Run 1, wires at chosen ports, followed through buffers:
Drawn at 4 px/um.
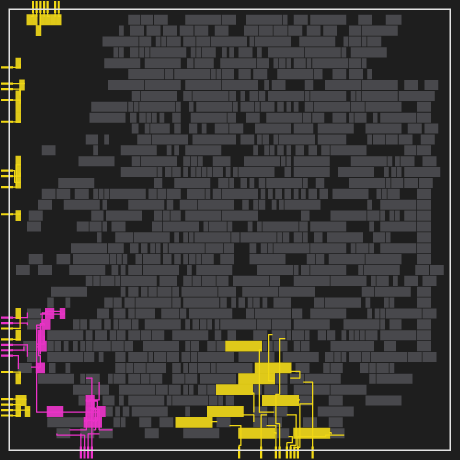
Run 1, the clock network:
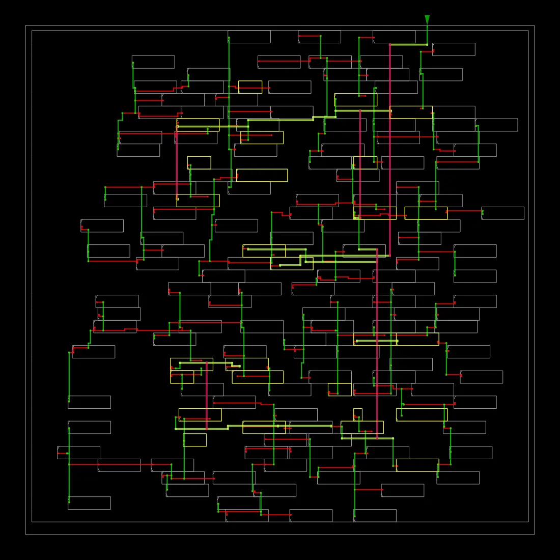
Run 1, wiring by layer:
Drawn at 3 px/um.
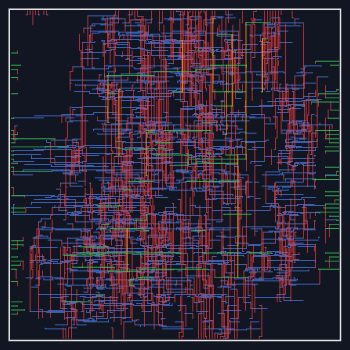
[config.mk]
export PLATFORM = sky130hd
export DESIGN_NAME = instruction_memory_loader
export DESIGN_NICKNAME = d
export VERILOG_FILES = /design/src/rtl/instruction_memory_loader.sv
export SDC_FILE = /design/constraint.sdc
export NUM_CORES = 1
export LEC_CHECK = 0
export ABC_CLOCK_PERIOD_IN_PS = 3400
export CORE_UTILIZATION = 50
export DETAILED_ROUTE_END_ITERATION = 12
export PLACE_DENSITY = 0.83
export SLEW_MARGIN = 20
export SYNTH_ARGS = -nofsm -noshare
export SYNTH_HDL_FRONTEND = slang
export SYNTH_SLANG_ARGS = --single-unit
[constraint.sdc]
create_clock -name clock -period 3.4 [get_ports clock]
set_input_delay 0.51 -clock clock [delete_from_list [all_inputs] [get_ports clock]]
set_output_delay 0.51 -clock clock [all_outputs]
set_load 0.02 [all_outputs]
[src/rtl/instruction_memory_loader.sv]
`default_nettype none
// ============================================================================
// Module   : instruction_memory_loader
// Brief    : Packs a little-endian byte stream into 32-bit words and writes
//            them to instruction memory, holding the CPU while it loads.
// Revision : 1.0 - initial release
// ============================================================================
module instruction_memory_loader #(
    parameter int          DEPTH_WORDS  = 256,
    parameter logic [31:0] BASE_ADDRESS = 32'h0000_0000
) (
    input  logic        clock,
    input  logic        resetN,
    input  logic        start,
    input  logic [8:0]  loadLength,
    input  logic        abort,
    input  logic [7:0]  byteData,
    input  logic        byteValid,
    output logic        byteReady,
    output logic        memWriteEnable,
    output logic [31:0] memWriteAddress,
    output logic [31:0] memWriteData,
    output logic        busy,
    output logic        done,
    output logic        aborted,
    output logic [31:0] checksum,
    output logic [8:0]  wordsLoaded
);

    localparam logic [8:0] c_DEPTH = 9'(DEPTH_WORDS);

    typedef enum logic [1:0] {
        S_IDLE    = 2'd0,
        S_RECEIVE = 2'd1,
        S_WRITE   = 2'd2,
        S_DONE    = 2'd3
    } state_t;

    state_t      r_state;
    logic [31:0] r_word;
    logic [1:0]  r_byte_idx;
    logic [8:0]  r_word_idx;
    logic [8:0]  r_eff_len;
    logic        r_byte_ready;
    logic        r_we;
    logic [31:0] r_addr;
    logic [31:0] r_wdata;
    logic        r_busy;
    logic        r_done;
    logic        r_aborted;
    logic [31:0] r_checksum;
    logic [8:0]  r_words;

    logic [8:0]  w_eff_len;

    // Clamping the length here is what makes address wrap-around impossible.
    assign w_eff_len = (loadLength > c_DEPTH) ? c_DEPTH : loadLength;

    always_ff @(posedge clock or negedge resetN) begin
        if (!resetN) begin
            r_state      <= S_IDLE;
            r_word       <= 32'd0;
            r_byte_idx   <= 2'd0;
            r_word_idx   <= 9'd0;
            r_eff_len    <= 9'd0;
            r_byte_ready <= 1'b0;
            r_we         <= 1'b0;
            r_addr       <= 32'd0;
            r_wdata      <= 32'd0;
            r_busy       <= 1'b0;
            r_done       <= 1'b0;
            r_aborted    <= 1'b0;
            r_checksum   <= 32'd0;
            r_words      <= 9'd0;
        end else begin
            r_we    <= 1'b0;
            r_addr  <= 32'd0;
            r_wdata <= 32'd0;
            r_done  <= 1'b0;
            case (r_state)
                S_IDLE: begin
                    if (start) begin
                        r_eff_len  <= w_eff_len;
                        r_checksum <= 32'd0;
                        r_words    <= 9'd0;
                        r_aborted  <= 1'b0;
                        r_byte_idx <= 2'd0;
                        r_word_idx <= 9'd0;
                        r_busy     <= 1'b1;
                        if (w_eff_len == 9'd0) begin
                            r_state <= S_DONE;
                            r_done  <= 1'b1;
                        end else begin
                            r_state      <= S_RECEIVE;
                            r_byte_ready <= 1'b1;
                        end
                    end
                end
                S_RECEIVE: begin
                    if (abort) begin
                        r_state      <= S_IDLE;
                        r_aborted    <= 1'b1;
                        r_busy       <= 1'b0;
                        r_byte_ready <= 1'b0;
                        r_byte_idx   <= 2'd0;
                    end else if (byteValid) begin
                        r_word[8*r_byte_idx +: 8] <= byteData;
                        r_byte_idx                <= r_byte_idx + 2'd1;
                        if (r_byte_idx == 2'd3) begin
                            r_state      <= S_WRITE;
                            r_byte_ready <= 1'b0;
                            r_we         <= 1'b1;
                            r_addr       <= BASE_ADDRESS + {21'd0, r_word_idx, 2'b00};
                            r_wdata      <= {byteData, r_word[23:0]};
                        end
                    end
                end
                S_WRITE: begin
                    // The word being written always counts, even if abort arrives now.
                    r_checksum <= r_checksum ^ r_wdata;
                    r_words    <= r_words + 9'd1;
                    r_word_idx <= r_word_idx + 9'd1;
                    r_byte_idx <= 2'd0;
                    if (abort) begin
                        r_state   <= S_IDLE;
                        r_aborted <= 1'b1;
                        r_busy    <= 1'b0;
                    end else if (r_word_idx == r_eff_len - 9'd1) begin
                        r_state <= S_DONE;
                        r_done  <= 1'b1;
                    end else begin
                        r_state      <= S_RECEIVE;
                        r_byte_ready <= 1'b1;
                    end
                end
                S_DONE: begin
                    r_state <= S_IDLE;
                    r_busy  <= 1'b0;
                end
                default: begin
                    r_state      <= S_IDLE;
                    r_busy       <= 1'b0;
                    r_byte_ready <= 1'b0;
                end
            endcase
        end
    end

    assign byteReady       = r_byte_ready;
    assign memWriteEnable  = r_we;
    assign memWriteAddress = r_addr;
    assign memWriteData    = r_wdata;
    assign busy            = r_busy;
    assign done            = r_done;
    assign aborted         = r_aborted;
    assign checksum        = r_checksum;
    assign wordsLoaded     = r_words;

endmodule
`default_nettype wire
==> run summary, run 1 <==
The implementation run finished. For the worst reg-to-reg path, the startpoint reported by OpenROAD is r_eff_len[0]. The synth_stat.txt file lists the number of cells as 574. Counting stages on the worst path, the most repeated cell is or4_1. In the final layout, flip-flops and latches occupy 3330 um^2.

TritonCTS built the clock tree. Register fraction of the total cell area landed at 0.439. Maximum root-to-sink buffer count landed at 2.

The root buffer cell chosen for the clock tree is clkbuf_16. For reference, the most critical setup path is categorized as flip-flop to flip-flop. For this run, the leading register cell type out of synthesis is dfrtp_1. For this run the top cell type by instance count after synthesis was dfrtp_1. Number of cells on the worst reg-to-reg path landed at 8. Final critical path time including I/O delays and setup landed at 2760 ps.

Highest attainable clock frequency landed at 362 MHz. The number of warnings reported in the stage logs is 33. After floorplanning, the core was sized to cover 11400 um^2. Worst clock skew landed at 7.78 ps. Per the post-synthesis stats, the area per cell is 10.1 um^2. Share of final layout cell area taken by clock buffers and inverters landed at 0.0795. Ranked by total cell area, the synthesized netlist is headed by dfrtp_1 (57%), nand2_1 (7.0%), xor2_1 (6.8%). Row count landed at 39. Final wirelength landed at 13200 um. Hold violation total from the final report landed at 0. Mapped cell area landed at 5820 um^2. In the synthesis report, Yosys lists the chip area as 5820 um^2. The report lists the cells along the critical path as inv_1, ha_1, or4b_4, nor2_2, xnor2_1, or4_1, or4_1, a31oi_1. Per the TritonCTS log, the buffer count is 17. Length of routed wiring on met1 landed at 5550 um. Number of instances in the synthesized netlist landed at 574.

Of the combinational cells, the family taking the most area is simple AND/OR/NAND/NOR gates. Clock-pin slew of the registers on the worst-case setup and hold paths landed at 60 ps. Entering global routing, the biggest net connects 80 pins.

The critical path endpoint has a required time of 3730 ps. Using the TritonRoute via totals, the vias-per-cell ratio works out to 5.24. In this run the count of I/O pins placed on the die edge is 132. Per STA, the worst path accumulates the most delay in the family simple AND/OR/NAND/NOR gates.

Among logic cells in the layout, the one with the most instances is dfrtp_1. The net count of the finished layout is 720. Residual antenna-violating net count after detailed routing landed at 0. Sorting the Yosys area breakdown by cell type puts at the top dfrtp_1. The post-synth count of flops with an enable pin is 0. met2 is the most crowded layer.

Per the detail_route log, met3 wirelength is 680 um. Via count landed at 4387. Fraction of area in multi-input gates landed at 0.303. The multi-input combinational cells in the finished layout cover a total of 2300 um^2.

Per the cell usage report, the commonest logic cells after layout are dfrtp_1 (133), nand2_1 (109), clkdlybuf4s50_1 (107). Chip area landed at 12100 um^2. Overall fraction of global-route tracks in use landed at 0.235. Buffers added to address setup during post-CTS repair amount to 0.

Average routed wire per standard cell landed at 15.8 um. In this run the critical register-to-register path is captured at r_state[1]. The run finished with clean final reports. In this run the worst setup path begins at r_eff_len[0]. Per the OpenROAD floorplan log, the width of the die is 110 um. Transition time at the pin with the least slew margin landed at 950 ps. For reference, the top cells by count after synthesis are dfrtp_1 (133), nand2_1 (109), nor2_1 (52). Global placer's final weighted congestion landed at 0.919. In this run, the number of DRC markers left after iteration 0 of detailed routing was 298.

Flip-flop and latch count after synthesis landed at 133. Multiplexer area fraction after synthesis landed at 0.00538. Count of inserted antenna diode cells landed at 0. Maximum vdd ir drop landed at 0.376 mV. In the final layout, the fill cell count is 881. Count of different cell masters after synthesis landed at 40. Across all register-to-register paths, the minimum setup slack is 640 ps.

For met3 alone, demand over resource in global routing was 0.0605. Well-tap cell count landed at 143. STA classifies the critical path startpoint as a flip-flop. The flow measured a signed area growth from synthesis to layout of 30.4%. The global route stage reports its total congestion overflow as 0. After detailed routing, the number of remaining DRC violations is 0. Final cell count without fillers landed at 837. The timing report notes that buffer and inverter cells on the critical path total 1. Number of maximum-capacitance violations landed at 0. Overall power consumption landed at 0.00491 W. Checking hold timing, the worst path is listed with class primary input to asynchronous set/reset pin. Looking at the critical path, the single cell with the biggest stage delay is or4_1. Setup slack of the critical path after layout landed at 639 ps. Largest fanout on the critical path landed at 7. In the layout the tool counted multi-input logic cells amounting to 409. Ratio of total power to cell area landed at 646 nW/um^2. The layout has 23 clock buffers. The via count of the first global-routing pass is 4344. Setup repair after global routing left no endpoint under its margin. Proportion of layout cells with a drive suffix above 1 landed at 0.0576. First-pass GRT wire length landed at 21300 um. Count of sequential standard cells landed at 133. The detailed router reports a met2 wire length of 6760 um. The report puts the hold buffer count at CTS at 0. Final setup TNS landed at 0 ps. After synthesis, the share of flip-flops with an asynchronous set or reset is 1.00. The end-of-flow timing check tallies setup violations at 0. Sequential element share of the synthesized area landed at 0.572.

For met2 alone, demand over resource in global routing was 0.388. Per the area breakdown, the dominant cell category is sequential cells. In this run, the synthesized area fraction spent on AND-OR/OR-AND gates is recorded as 0.0658. Arrival time at the worst endpoint landed at 3090 ps. Estimated wirelength of the detail-placed design landed at 8660 um. In this run the tool buffered the top-level ports with 108 buffer cells. Share of the synthesized area in the top cell type landed at 0.572.
## Picture notes: 'wires at chosen ports, followed through buffers'
| port | colour | direction | edge | end cells | buffers | wire |
|---|---|---|---|---|---|---|
| loadLength | magenta | input | 5 left, 4 bottom | 12 | 9 | 191 um |
| memWriteAddress | yellow | output | 16 left, 9 bottom, 7 top | 32 | 9 | 248 um |

## Picture notes: 'the clock network'
Clock Sinks: 133
Clk power: 0.00187 W
Clock Latency Late Sink: 410 ps

## Picture notes: 'wiring by layer'
| layer | colour | wire length |
|---|---|---|
| metal 3 | green | 681 um |
| metal 4 | orange | 258 um |
| metal 1 | blue | 5550 um |
| metal 2 | red | 6760 um |

-- run 1: where the power goes --
part	internal, W	leakage, nW	switching, W
Clock	0.00125	0.299	0.000621
Combinational	0.000423	1.38	0.000716
Sequential	0.00173	1.83	0.000163
-- run 1: metrics by stage --
stage / util / hold slack, ps / cell area [um^2]
finish: 0.667 / 125 / 7590
global route: 0.667 / 181 / 7590
CTS: 0.667 / 153 / 7590
detailed placement: 0.614 / 463 / 6990
global placement: 0.614 / 455 / 6990
floorplan: - / 214 / 5900
-- run 1: registers in the layout, summed over array words and instances (netlist names) --
name	cells
memWriteAddress	9
byteReady	1
wordsLoaded	9
busy	1
done	1
r_state	2
r_eff_len	9
memWriteData	32
memWriteEnable	1
aborted	1
checksum	32
r_word	24
r_word_idx	9
r_byte_idx	2
==> run 1 -> run 2 <==
ABC_CLOCK_PERIOD_IN_PS = 2300   (was 3400)
CORE_UTILIZATION = 45   (was 50)
PLACE_DENSITY = 0.79   (was 0.83)
clock period = 2.3 ns   (was 3.4 ns; I/O delays follow)
Run 2, wires at chosen ports, followed through buffers:
Drawn at 4 px/um.
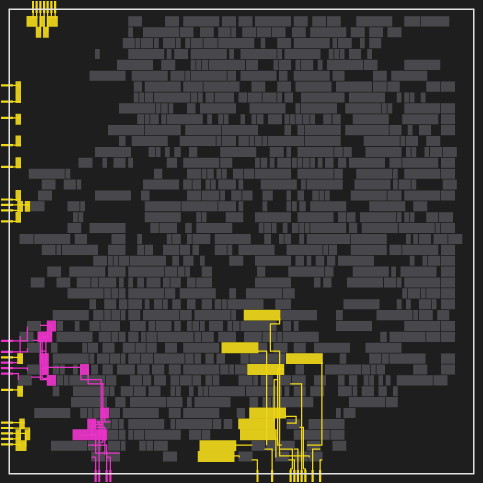
count of buffers from port buffering: 108
number of top-level pins: 132

Run 2, where the registers sit:
Drawn at 2 px/um.
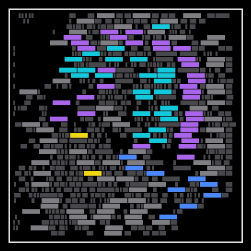
| signal | colour | placed flops |
|---|---|---|
| r_state | yellow | 2 |
| memWriteData | purple | 32 |
| r_word | cyan | 24 |
| wordsLoaded | blue | 9 |

==> run 2 against run 1 <==
  * The run now ends with negative setup slack left
  * Synthesized area unchanged
  * Combinational power up 76%
  * Highest routed layer unchanged
  * Sequential share of layout area down 1.3 points
  * Critical path type unchanged
  * Critical path depth unchanged
==> run summary, run 2 <==
The implementation run finished. The run finished, with violations left. The final reports fail on negative setup slack. Via count landed at 4404 (+0.39%). Count of inserted antenna diode cells landed at 0 (unchanged). The pin count of the biggest net entering global routing was 134 (+68%). Width of the die landed at 116 um (+5.3%). The transition time at the pin with the least slew margin came to 698 ps (-252 ps).

The via count of the first global-routing pass is 4330 (-0.32%). Global placer's final weighted congestion landed at 0.948 (+3.1%). The number of synthesized flops with an enable pin was 0 (unchanged). The share of async-settable or async-resettable flops after synthesis came to 1.00 (unchanged).

The post-detailed-route via-to-cell ratio was 4.97 (-5.3%). By instance count after routing, the leading logic cell types are dfrtp_1 (133), nand2_1 (109), clkdlybuf4s50_1 (107). Clock buffer count from CTS landed at 17 (unchanged). The most used flip-flop cell after synthesis is dfrtp_1. The clock-pin slew of the registers on the worst-case setup and hold paths came to 60 ps (about the same). The total core area came to 12600 um^2 (+11%). Power of the combinational group landed at 0.00201 W (+76%). Share of power burned in the clock network landed at 0.369 (-0.012). The estimated wirelength of the detail-placed design is 8880 um (+2.6%). The total of endpoints with negative setup slack in the final report is 3 (+3). The largest fanout on the critical path is 2 (-5). The post-synth area from yosys stat was 5820 um^2 (unchanged).

Total clock network power landed at 0.00280 W (+50%). The commonest cells after synthesis are dfrtp_1 (133), nand2_1 (109), nor2_1 (52). Count of different cell masters after synthesis landed at 40 (unchanged). The final wirelength was 13300 um (+0.18%). Count of fill cells added during filler insertion landed at 1028 (+17%). Share of the synthesized area in the top cell type landed at 0.572 (unchanged). The area occupied by multi-input gates came to 2350 um^2 (+2.2%). Total length of routed met3 wires landed at 637 um (-6.3%). The residual antenna-violating net count after detailed routing was 0 (unchanged).

Per STA, the startpoint of the critical path is r_eff_len[1]. Share of total power in sequential cells landed at 0.366 (-0.021). Chip area landed at 13400 um^2 (+11%).

The worst endpoint required time is 2620 ps (-1110 ps). Area added between synthesis and finish landed at 34.4%. Number of instances in the synthesized netlist landed at 574 (unchanged). Looking at the clock tree report, the root buffer type is clkbuf_16.

The setup slack of the critical path after layout was -270 ps (-908 ps). Utilization of the core after routing landed at 0.620 (-0.0478). Maximum vdd ir drop landed at 0.633 mV (+68%). The cell that appears most often on the critical path is or4_4.

The total length of routed met2 wires came to 6770 um (+0.15%). The proportion of layout cells with a drive suffix above 1 was 0.0951 (+0.0375). Sequential element share of the synthesized area landed at 0.572 (unchanged). Violation count after the first detailed-route iteration landed at 302 (+1.3%). The buffers inserted during post-CTS setup optimization is 2 (+2). Arrival time at the worst endpoint landed at 2890 ps (-200 ps). The synthesis run identifies the leading combinational cell family as simple AND/OR/NAND/NOR gates. The post-synthesis cell count from yosys is 574 (unchanged). Setup repair after global routing could not meet its margin everywhere. Internal portion of total power landed at 0.00512 W (+50%).

Average routed wire per standard cell landed at 15.0 um (-5.5%). Maximum root-to-sink buffer count landed at 2 (unchanged). The area of all placed cells without fillers came to 7820 um^2 (+3.1%). The startpoint identified for the worst register-to-register timing path is r_eff_len[1].

The number of cells on the worst reg-to-reg path came to 8 (unchanged). Per the cell usage report, the commonest logic cell in the layout is dfrtp_1. The number of maximum-capacitance violations was 0 (unchanged). Count of hold-fix buffers inserted at cts landed at 0 (unchanged). Global-route track usage on met3 landed at 0.0455 (-0.0150).

Looking at area per cell type in the netlist, the leader is dfrtp_1. Multiplexer area fraction after synthesis landed at 0.00538 (unchanged). Mean instance size in the synthesized netlist landed at 10.1 um^2 (unchanged).
run 2: final cells by class:
class	instances	share of cell area
Timing Repair Buffer	130	0.162
Sequential cell	133	0.426
Tap cell	172	0.0275
Clock inverter	13	0.0219
Clock buffer	19	0.0579
Multi-Input combinational cell	409	0.300
Inverter	11	0.00528
run 2: through the flow:
step,hold WS [ps],setup WS (ps),total power [W]
after floorplan,49.4,-206,0.00396
after global placement,453,-154,0.00453
after detailed placement,463,-238,0.00465
after CTS,61.0,-203,0.00755
after global routing,82.9,-334,0.00798
final,20.4,-270,0.00758
run 2: worst register-to-register path, cell delays in order, from the launching register on:
cell and delay, ps:
dfrtp_1 380, inv_2 70, ha_4 130, or4b_4 490, nor2_4 130, xnor2_1 90
or4_4 550, or4_4 500, a31oi_1 150
==> run 2 -> run 3 <==
CELL_PAD_IN_SITES_DETAIL_PLACEMENT = 1   (was unset)
CELL_PAD_IN_SITES_GLOBAL_PLACEMENT = 2   (was unset)
CORE_UTILIZATION = 28   (was 45)
SKIP_CTS_REPAIR_TIMING = 1   (was unset)
==> run 3 against run 2 <==
  * Sequential power is essentially flat
  * First-iteration DRC count shrank 49%
  * Sequential share of layout area shrank 1.3 points
  * Wire length grew 16%
  * Power grew 5.0%
  * Die area grew 60%
  * Sequential cell count is the same
  * The run still ends with negative setup slack left
  * Synthesized area is the same
  * Global-route usage shrank 5.8 points
  * Cell count grew 12%
==> run summary, run 3 <==
The implementation run finished. Share of total power in sequential cells landed at 0.348 (-0.018). The timing report attributes the biggest portion of critical-path delay to simple AND/OR/NAND/NOR gates. Length of routed wiring on met1 landed at 6840 um. The final reports fail on negative setup slack. The area occupied by multi-input gates was 2350 um^2 (+0.11%). Clock-pin slew of the registers on the worst-case setup and hold paths landed at 60 ps (about the same). Maximum root-to-sink buffer count landed at 2 (unchanged). The total clock network power is 0.00317 W (+13%).

Total of endpoints with negative setup slack in the final report landed at 3 (unchanged). Setup repair after global routing could not meet its margin everywhere. In this run the register-to-register setup slack is -220 ps. The Yosys step of the flow raised 0 warnings.

Sequential element share of the synthesized area landed at 0.572 (unchanged). Instance count on the critical path landed at 8. The power of the combinational group came to 0.00203 W (about the same). Worst endpoint required time landed at 2630 ps (about the same). The launch point of the critical path was reported as r_eff_len[1]. The transition time at the pin with the least slew margin is 501 ps (-197 ps).

After detailed routing, the number of remaining DRC violations is 0. Final critical path time including I/O delays and setup landed at 2520 ps. Mean instance size in the synthesized netlist landed at 10.1 um^2 (unchanged). Estimated wirelength of the detail-placed design landed at 10800 um (+22%). Count of fill cells added during filler insertion landed at 2296 (+120%). The number of maximum-capacitance violations was 0 (unchanged). The chip area came to 21400 um^2 (+60%). By instance count after routing, the leading logic cell types are dfrtp_1 (133), nand2_1 (109), clkdlybuf4s50_1 (107). The global route stage reports its total congestion overflow as 0. The flow ran to the end, but the final reports show violations. The number of cells on the worst reg-to-reg path came to 8 (unchanged).

The number of port buffers is 108 (unchanged). Among logic cells in the layout, the one with the most instances is dfrtp_1. The via count came to 4395 (-0.20%).

The timing report notes that buffer and inverter cells on the critical path total 1. TritonCTS built the clock tree. STA classifies the critical path endpoint as a flip-flop. The count of different cell masters after synthesis was 40 (unchanged). Number of instances in the synthesized netlist landed at 574 (unchanged). The post-placement worst setup slack is -304 ps (-65.9 ps). Final cell count without fillers landed at 990.

The number of synthesized flops with an enable pin was 0 (unchanged). The largest fanout on the critical path is 2 (unchanged). Dividing the final minimum period by the clock period gives 1.10. Post-synthesis cell count from yosys landed at 574 (unchanged). The post-synth area from yosys stat was 5820 um^2 (unchanged). The final wirelength is 15400 um (+16%). Post-detailed-route via-to-cell ratio landed at 4.44 (-11%). Source-to-sink clock delay at the later pin of the worst-skew pair landed at 420 ps. The script extracted a net switching power of 0.00253 W. The arrival time at the worst endpoint was 2850 ps (-40 ps). Proportion of layout cells with a drive suffix above 1 landed at 0.101 (+0.00628). Row count landed at 52.

Static leakage landed at 3.65 nW. Summed over all instances, the cell type with the most area after synthesis is dfrtp_1. On the final layout, the worst clock skew is 7.43 ps. The minimum hold slack was 448 ps (+427 ps).

The utilization of the core after routing came to 0.397 (-0.223). The highest metal layer carrying signal wires in the routed design is met4. The count of inserted antenna diode cells was 0 (unchanged). Before any placement, the netlist area is recorded as 5820 um^2. Total length of routed met2 wires landed at 7710 um (+14%). Average routed wire per standard cell landed at 15.5 um (+3.8%). Global-route track usage on met3 landed at 0.0356 (-0.00988). For reference, the final report shows the max-slew violation count at 0. The tree is rooted in a clkbuf_16. The flow measured a signed area growth from synthesis to layout of 38.5%. Residual antenna-violating net count after detailed routing landed at 0 (unchanged). Fraction of power spent switching nets landed at 0.317. Area of all placed cells without fillers landed at 8060 um^2 (+3.1%). The setup slack of the critical path after layout came to -221 ps (+48.4 ps). Number of warning messages in the logs landed at 35.

Count of nets after finishing landed at 741. Looking at the global route congestion table, the highest-usage layer is met2. Via count of the first global-routing pass landed at 4764 (+10%).

Share of power burned in the clock network landed at 0.398 (+0.029). Share of async-settable or async-resettable flops after synthesis landed at 1.00 (unchanged). Largest incremental delay on the critical path landed at 540 ps. The critical path is of the flip-flop to flip-flop type. Total length of routed met3 wires landed at 563 um (-12%). Overall fraction of global-route tracks in use landed at 0.151.

Total core area landed at 20300 um^2 (+61%). Overall power consumption landed at 0.00796 W (+5.0%). The first global-routing pass estimated 25200 um of wire. Pin count of the biggest net entering global routing landed at 55 (-59%). Counting stages on the worst path, the most repeated cell is or4_4. Internal portion of total power landed at 0.00544 W (+6.2%). Share of the synthesized area in the top cell type landed at 0.572 (unchanged).

Number of placed instances with taps included landed at 955. Global placer's final weighted congestion landed at 0.811 (-14%). The synthesis report names the predominant flop master as dfrtp_1. Maximum vdd ir drop landed at 0.482 mV (-24%). STA lists the startpoint of the worst register-to-register path as r_eff_len[1]. Width of the die landed at 146 um (+26%).

Highest attainable clock frequency landed at 397 MHz. Number of detailed-route iterations in the first pass landed at 4. The power report attributes to the combinational group a share of 0.254.

Clock buffer count from CTS landed at 17 (unchanged). The violation count after the first detailed-route iteration was 155 (-49%). The timing report shows that the slowest cell on the worst path is or4_4. Among all cell types in the netlist, the one instantiated most often is dfrtp_1. The sequential cells in the finished layout cover a total of 3330 um^2.

Total number of clock tree sinks landed at 133. By count the netlist is led by dfrtp_1 (133), nand2_1 (109), nor2_1 (52). Note that the worst hold path type here is primary input to asynchronous set/reset pin.

Number of ports placed on the die boundary landed at 132 (unchanged).
## run 3: cell counts after synthesis
No cell type changed its count.
## run 3: cell type report
type,count,area share
clock buffer,18,0.0545
tap,270,0.0419
clock inverter,14,0.0306
sequential,133,0.413
timing repair buffer,135,0.163
multi-input combinational,409,0.292
inverter,11,0.00512
## run 3: kinds of logic after synthesis
kind of cell | share of synthesized area
AND-OR/OR-AND | 0.0658
XOR/XNOR | 0.0783
adder cells (fa/ha/maj) | 0.0258
buffers and inverters | 0.0497
flip-flops | 0.572
multiplexers | 0.00538
other | 0.000644
AND/OR/NAND/NOR | 0.203
## run 3: worst register-to-register path, stage by stage, from the launching register on
cell	delay, ps
dfrtp_1	390
inv_2	80
ha_4	130
or4b_4	490
nor2_4	100
xnor2_1	60
or4_4	540
or4_4	500
a31oi_1	160
Run 3, logic cells by family:
Drawn at 2 px/um.
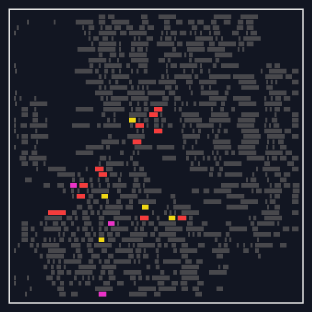
| family | colour | cells | most used |
|---|---|---|---|
| AND-OR and OR-AND gates | yellow | 5 | a32o_1 |
| multiplexers | magenta | 3 | mux2i_1 |
| adder and majority cells | red | 12 | ha_1 |

Run 3, wiring by layer:
Drawn at 2 px/um.
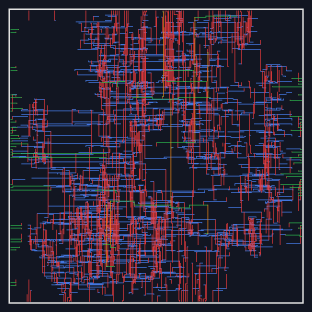
| layer | colour | wire length |
|---|---|---|
| metal 2 | red | 7710 um |
| metal 3 | green | 564 um |
| metal 4 | orange | 254 um |
| metal 1 | blue | 6840 um |

Power is estimated from default activity; no workload was simulated.
